==> images/logic_types.png <==
(3 px per um)
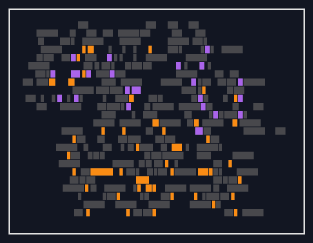
==> images/wires.png <==
(4 px per um)
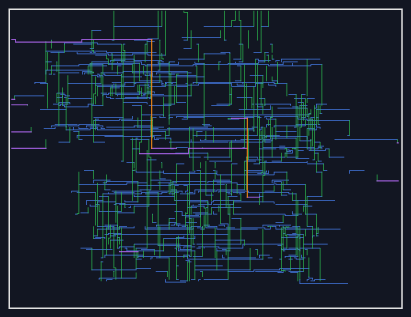
==> images/clocks.png <==
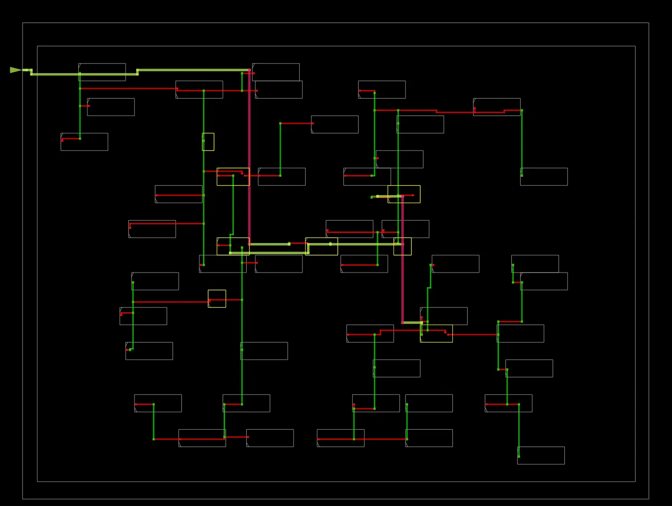
==> images/power_grid.png <==
(4 px per um) Pins as bars on the die edge.
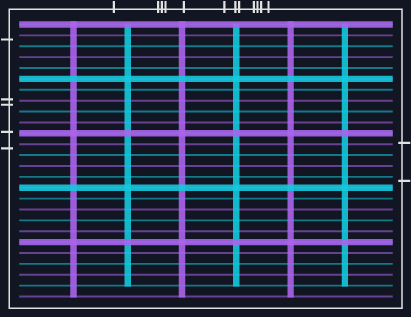
==> images/clk_routes.png <==
(3 px per um)
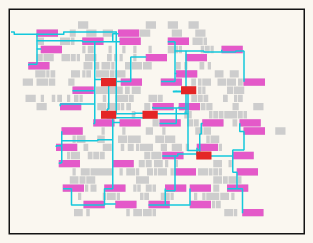
File: config.mk
export PLATFORM = sky130hd
export DESIGN_NAME = led_pattern_ctrl
export DESIGN_NICKNAME = d
export VERILOG_FILES = /design/src/rtl/led_pattern_ctrl.sv
export SDC_FILE = /design/constraint.sdc
export NUM_CORES = 1
export LEC_CHECK = 0
export CAP_MARGIN = 30
export CORE_ASPECT_RATIO = 0.75
export CORE_MARGIN = 2
export CORE_UTILIZATION = 31
export DETAILED_ROUTE_END_ITERATION = 16
export GPL_ROUTABILITY_DRIVEN = 0
export PLACE_DENSITY = 0.51
export SLEW_MARGIN = 25
export SYNTH_ARGS = -nofsm -noshare
export SYNTH_HDL_FRONTEND = slang
export SYNTH_SLANG_ARGS = --single-unit
File: constraint.sdc
create_clock -name clk -period 5.35 [get_ports clk]
set_input_delay 0.535 -clock clk [delete_from_list [all_inputs] [get_ports clk]]
set_output_delay 0.535 -clock clk [all_outputs]
set_load 0.1 [all_outputs]
File: src/rtl/led_pattern_ctrl.sv
// -----------------------------------------------------------------------------
// led_pattern_ctrl
//
// Sequencer for the board LED bank. A host issues mode commands over a
// valid/ready handshake. A prescaler turns clk into base ticks, and a rate
// counter turns those ticks into pattern steps. On each step the current
// pattern advances. The supported patterns are off, binary count, rotating
// chase and blink.
//
// Optional feature (compile-time macro LED_PWM_DIM_EN):
//   Adds a 4-bit cmd_duty input that is latched on accept. A free-running
//   4-bit PWM counter then gates every lit LED, so each lit LED is on only
//   while pwm_cnt < duty_reg. Step timing does not change.
//
// Parameters:
//   CLK_DIV    clk cycles per base tick (must be >= 2)
//   N_LED      number of LEDs driven
//   ACTIVE_LOW 1 = pin low lights the LED, 0 = pin high lights the LED
//
// Ports:
//   clk          system clock
//   rst          synchronous reset, active-high
//   cmd_valid    command present
//   cmd_ready    block can accept a command (low for one cycle after accept)
//   cmd_mode     0=OFF, 1=COUNT, 2=CHASE, 3=BLINK
//   cmd_rate     base ticks per step minus one
//   cmd_pattern  COUNT start value / CHASE seed / BLINK mask
//   cmd_duty     PWM duty 0..15 (only when LED_PWM_DIM_EN is defined)
//   step_pulse   one-cycle strobe on each pattern step
//   led          registered LED drive
// -----------------------------------------------------------------------------
module led_pattern_ctrl #(
  parameter int CLK_DIV    = 2500000,
  parameter int N_LED      = 4,
  parameter bit ACTIVE_LOW = 1'b1
) (
  input  logic             clk,
  input  logic             rst,
  input  logic             cmd_valid,
  output logic             cmd_ready,
  input  logic [1:0]       cmd_mode,
  input  logic [3:0]       cmd_rate,
  input  logic [N_LED-1:0] cmd_pattern,
`ifdef LED_PWM_DIM_EN
  input  logic [3:0]       cmd_duty,
`endif
  output logic             step_pulse,
  output logic [N_LED-1:0] led
);

  localparam int              PRE_W    = (CLK_DIV > 2) ? $clog2(CLK_DIV) : 1;
  localparam logic [PRE_W-1:0] PRE_LAST = PRE_W'(CLK_DIV - 1);

  typedef enum logic [1:0] {
    MODE_OFF   = 2'd0,
    MODE_COUNT = 2'd1,
    MODE_CHASE = 2'd2,
    MODE_BLINK = 2'd3
  } mode_t;

  // Registered state
  mode_t            state;
  logic [N_LED-1:0] pat;
  logic             phase;
  logic [PRE_W-1:0] pre_cnt;
  logic [3:0]       rate_cnt;
  logic [3:0]       rate_reg;

  // Next-state values
  mode_t            state_n;
  logic [N_LED-1:0] pat_n;
  logic             phase_n;
  logic [PRE_W-1:0] pre_cnt_n;
  logic [3:0]       rate_cnt_n;
  logic [3:0]       rate_reg_n;
  logic             cmd_ready_n;
  logic             step_pulse_n;
  logic [N_LED-1:0] led_n;

  logic             accept;
  logic             tick;
  logic             step;
  logic [N_LED-1:0] disp;
  logic [N_LED-1:0] disp_gated;

  assign accept = cmd_valid && cmd_ready;
  assign tick   = (state != MODE_OFF) && (pre_cnt == PRE_LAST);
  assign step   = tick && (rate_cnt == rate_reg);

  // ---------------------------------------------------------------------------
  // State register
  // ---------------------------------------------------------------------------
  // NOTE: The reset is synchronous, so it is tested inside the clocked block
  // and is not in the sensitivity list. Every state update uses <= so that all
  // registers sample their pre-edge values together.
  always_ff @(posedge clk) begin
    if (rst) begin
      state      <= MODE_OFF;
      pat        <= '0;
      phase      <= 1'b0;
      pre_cnt    <= '0;
      rate_cnt   <= '0;
      rate_reg   <= '0;
      cmd_ready  <= 1'b1;
      step_pulse <= 1'b0;
      led        <= ACTIVE_LOW ? {N_LED{1'b1}} : {N_LED{1'b0}};
    end else begin
      state      <= state_n;
      pat        <= pat_n;
      phase      <= phase_n;
      pre_cnt    <= pre_cnt_n;
      rate_cnt   <= rate_cnt_n;
      rate_reg   <= rate_reg_n;
      cmd_ready  <= cmd_ready_n;
      step_pulse <= step_pulse_n;
      led        <= led_n;
    end
  end

  // ---------------------------------------------------------------------------
  // Next-state logic
  // ---------------------------------------------------------------------------
  // NOTE: Every output of this block is given a hold value first, so no path
  // leaves a signal unassigned and no latch can be inferred.
  always_comb begin
    state_n      = state;
    pat_n        = pat;
    phase_n      = phase;
    pre_cnt_n    = pre_cnt;
    rate_cnt_n   = rate_cnt;
    rate_reg_n   = rate_reg;
    cmd_ready_n  = 1'b1;
    step_pulse_n = 1'b0;

    if (accept) begin
      // An accepted command restarts everything and overrides a
      // coincident step. The ready signal drops for one dead cycle.
      state_n     = mode_t'(cmd_mode);
      rate_reg_n  = cmd_rate;
      pat_n       = cmd_pattern;
      phase_n     = 1'b1;
      pre_cnt_n   = '0;
      rate_cnt_n  = '0;
      cmd_ready_n = 1'b0;
    end else if (state == MODE_OFF) begin
      pre_cnt_n  = '0;
      rate_cnt_n = '0;
    end else begin
      pre_cnt_n = tick ? '0 : pre_cnt + PRE_W'(1);
      if (tick) begin
        rate_cnt_n = step ? 4'd0 : rate_cnt + 4'd1;
      end
      if (step) begin
        step_pulse_n = 1'b1;
        case (state)
          MODE_COUNT: pat_n   = pat + N_LED'(1);
          MODE_CHASE: pat_n   = (pat << 1) | (pat >> (N_LED - 1));
          MODE_BLINK: phase_n = ~phase;
          default:    pat_n   = pat;
        endcase
      end
    end
  end

  // ---------------------------------------------------------------------------
  // Display. The LED value is computed from the current registers, so what is
  // shown always lags the pattern state by one edge.
  // ---------------------------------------------------------------------------
  always_comb begin
    disp = '0;
    case (state)
      MODE_COUNT, MODE_CHASE: disp = pat;
      MODE_BLINK:             disp = phase ? pat : '0;
      default:                disp = '0;
    endcase
  end

`ifdef LED_PWM_DIM_EN
  logic [3:0] duty_reg;
  logic [3:0] pwm_cnt;

  always_ff @(posedge clk) begin
    if (rst) begin
      duty_reg <= 4'd15;
      pwm_cnt  <= 4'd0;
    end else begin
      pwm_cnt <= pwm_cnt + 4'd1;
      if (accept) duty_reg <= cmd_duty;
    end
  end

  // The gating is applied to the logical "lit" value, ahead of any pin
  // polarity inversion.
  assign disp_gated = (pwm_cnt < duty_reg) ? disp : '0;
`else
  assign disp_gated = disp;
`endif

  assign led_n = ACTIVE_LOW ? ~disp_gated : disp_gated;

endmodule

==> results.toml <==
# flow metrics
[clocking]
hold_buffers = 0
clockRootBuffer = "clkbuf_8"
cts_tree = "done"
cts_buffer_depth = 2
htreeDepth = 2
clkTransAtPathRegs_ps = 90
cts_resized = 0

[logic_synthesis]
aoi_share_pct = 6.73
mux_area_share_pct = 2.57
synth_seq_share_pct = 42.1
syn-num-nets = 258
xor_share_pct = 10.7
most_common_cell = "dfxtp_1"
synth_chip_area_mm2 = 0.00205
synth_area_mm2 = 0.00205
yosys_warnings = 0
ys_seq_elements = 43
async_reset_ff_share_pct = 0
syn_area_per_cell_um2 = 8.60
synthTopLogicFamily = "simple AND/OR/NAND/NOR gates"
yosysUniqueCellTypes = 36
common_cells = "43 x dfxtp_1, 34 x nand2_1, 32 x nor2_1"
flop_cell = "dfxtp_1"
simple_gate_share_pct = 31.2
top_cells_by_area = "dfxtp_1 42%, xor2_1 6.9%, nand2_1 6.2%"
yosysTopAreaCellShare_pct = 42.1
ys_cells = 238

[floorplan]
rows = 25
core_mm2 = 0.00635
die_h_um = 74.4
chipArea_mm2 = 0.00727
ios = 19
die_w_um = 97.8

[layout]
nFillCells = 662
logic_area_mm2 = 0.00114
drive_above_1_share_pct = 6.25
nets = 275
final_cells = 337
largest_reg_flops = 22
regArea_um2 = 861
antennaDiodeCount = 0
synthToLayoutAreaGrowth_pct = 17.0

[worst_setup_path]
cp_num_buf_inv = 1
cp-start-kind = "flip-flop"
worst_r2r_endpoint = "pat[3]$_SDFFE_PP0P_"
critical-path-max-stage-delay_ps = 1150
end_kind = "output pin"
crit_cells = 1
cp.required_ps = 4820
critPathLaunch = "cmd_ready$_SDFF_PP1_"
setup.worst_path.end = "cmd_ready"
cp_max_fo = 3
path_cells = "clkdlybuf4s50_1"
worstReg2RegStart = "pre_cnt[0]$_SDFF_PP0_"
crit_path_top_delay_cell = "clkdlybuf4s50_1"

[final_timing]
setup_viol_count_final = 0
finalHoldViolCount = 0
rsz0062_at_grt = "false"
tightest_slew_ps = 977
fmax_ghz = 0.428
final.period_utilization_pct = 43.7
tns_ps = 0
min_period_ps = 2340

[global_route]
grt_pass1_wl_mm = 6.93
grt.overflow.total = 0
antenna_found_initial = 0
grt_max_degree = 23
use_met1_pct = 17.5
met3_usage_pct = 3.20
first_global_vias = 1457
busiest_layer = "met1"
grt_use_met2_pct = 16.9

[placed_design]
place_hpwl_mm = 2.88
dp_cells = 329
port_buffers = 18

[job]
warnings = 29

[routing]
first_pass_iters = 4
drtAntennaViolNets = 0
wl_mm = 4.04
wl_per_cell_um = 12.0
num_vias = 1571

[outcome]
outcome = "complete, no violations"

[power_and_ir_drop]
peakVddDrop_mv = 0.103
powerDensity_mw_per_mm2 = 248
power.leakage_nw = 0.837
## Picture notes: logic_types.png
colour	family	cells	most used
orange	nor cells	44	nor2_1
purple	aoi and oai cells	22	a21oi_1

## Picture notes: wires.png
colour	layer	wire length
purple	metal 3	106 um
orange	metal 4	46.9 um
green	metal 2	1560 um
blue	metal 1	2330 um

## Picture notes: clocks.png
CTS sink cnt: 43
Clock Power: 0.207 mW
FFs & Latches: 43
layout clock buffer count: 5
Final Skew: 9.08 ps

## Picture notes: power_grid.png
colour	net
cyan	VDD
purple	VSS
met4 straps	6
met1 rails	26

## Picture notes: clk_routes.png
[magenta] flip-flops | count: 43
[red] clock drivers | count: 5
[cyan] clock wires | length: 577 um
flops lie	spread over the die
routed clock nets	6

## power breakdown
part	leakage [nW]	internal [mW]	switching (mW)
Sequential	0.349	0.326	0.00703
Clock	0.0402	0.0909	0.116
Combinational	0.448	0.0242	0.0292
Total	0.837	0.441	0.152
## per-layer routing
metal	vias up	routed length, um	part of all wire [%]
met2	13	1560	39
li1	850	-	-
met3	5	105	2.6
met4	0	46	1.1
met1	703	2330	58
met5	-	0	0
## final cells by class
type,instances,area share (%)
Clock buffer,5,2.88
Clock inverter,3,0.836
Inverter,4,0.627
Multi-Input combinational cell,182,47.6
Sequential cell,43,36.0
Tap cell,81,4.23
Timing Repair Buffer,19,7.84
## layout by cell type (no fill, tap or decap), types with 2 or more instances in the layout
| cell type | n |
|---|---|
| clkinvlp_4 | 2 |
| mux2i_1 | 3 |
| clkbuf_8 | 5 |
| nor3_1 | 3 |
| xor2_1 | 16 |
| or3_1 | 4 |
| clkdlybuf4s50_1 | 18 |
| nand4_1 | 7 |
| mux2_2 | 2 |
| and4b_1 | 2 |
| and3_1 | 3 |
| and2_1 | 3 |
| nand2b_1 | 3 |
| nor2_1 | 32 |
| nor4_1 | 2 |
| o21ai_0 | 4 |
| a211o_1 | 2 |
| dfxtp_1 | 43 |
| xnor2_1 | 9 |
| nand2_1 | 34 |
| ha_1 | 7 |
| and4_1 | 5 |
| nor2b_1 | 3 |
| nand3_1 | 11 |
| a21oi_1 | 15 |
| inv_1 | 4 |
## worst min-delay path by stage
stage / from / end / cells past startpoint
5_1_grt: pat[2]$_SDFFE_PP0P_ / led[2]$_SDFF_PP1_ / 1
6_report: pat[2]$_SDFFE_PP0P_ / led[2]$_SDFF_PP1_ / 1
2_1_floorplan: pat[3]$_SDFFE_PP0P_ / led[3]$_SDFF_PP1_ / 1
3_3_place_gp: pat[2]$_SDFFE_PP0P_ / led[2]$_SDFF_PP1_ / 1
3_5_place_dp: pat[2]$_SDFFE_PP0P_ / led[2]$_SDFF_PP1_ / 1
4_1_cts: pat[2]$_SDFFE_PP0P_ / led[2]$_SDFF_PP1_ / 1
## cells by family (layout without fill, tap and decap cells)
kind of cell               after synthesis  after routing
AOI/OAI and AO/OA                       24             24
xor gates and xnor gates                25             25
adders and majority gates                7              7
buffers and inverters                   13             31
DFF                                     43             43
muxes                                    5              5
and+or+nand+nor                        121            121
## per-stage QoR
stage	power [mW]	setup WS (ps)	area [um2]	hold slack, ps	util [%]
detailed placement	0.394	2870	2300	431	36.2
CTS	0.603	3010	2390	454	37.6
global route	0.624	2890	2390	479	37.7
floorplan	0.375	3240	2050	396	-
finish	0.594	3010	2390	452	37.7
global placement	0.394	2930	2300	435	36.2
Power is estimated from default activity; no workload was simulated.
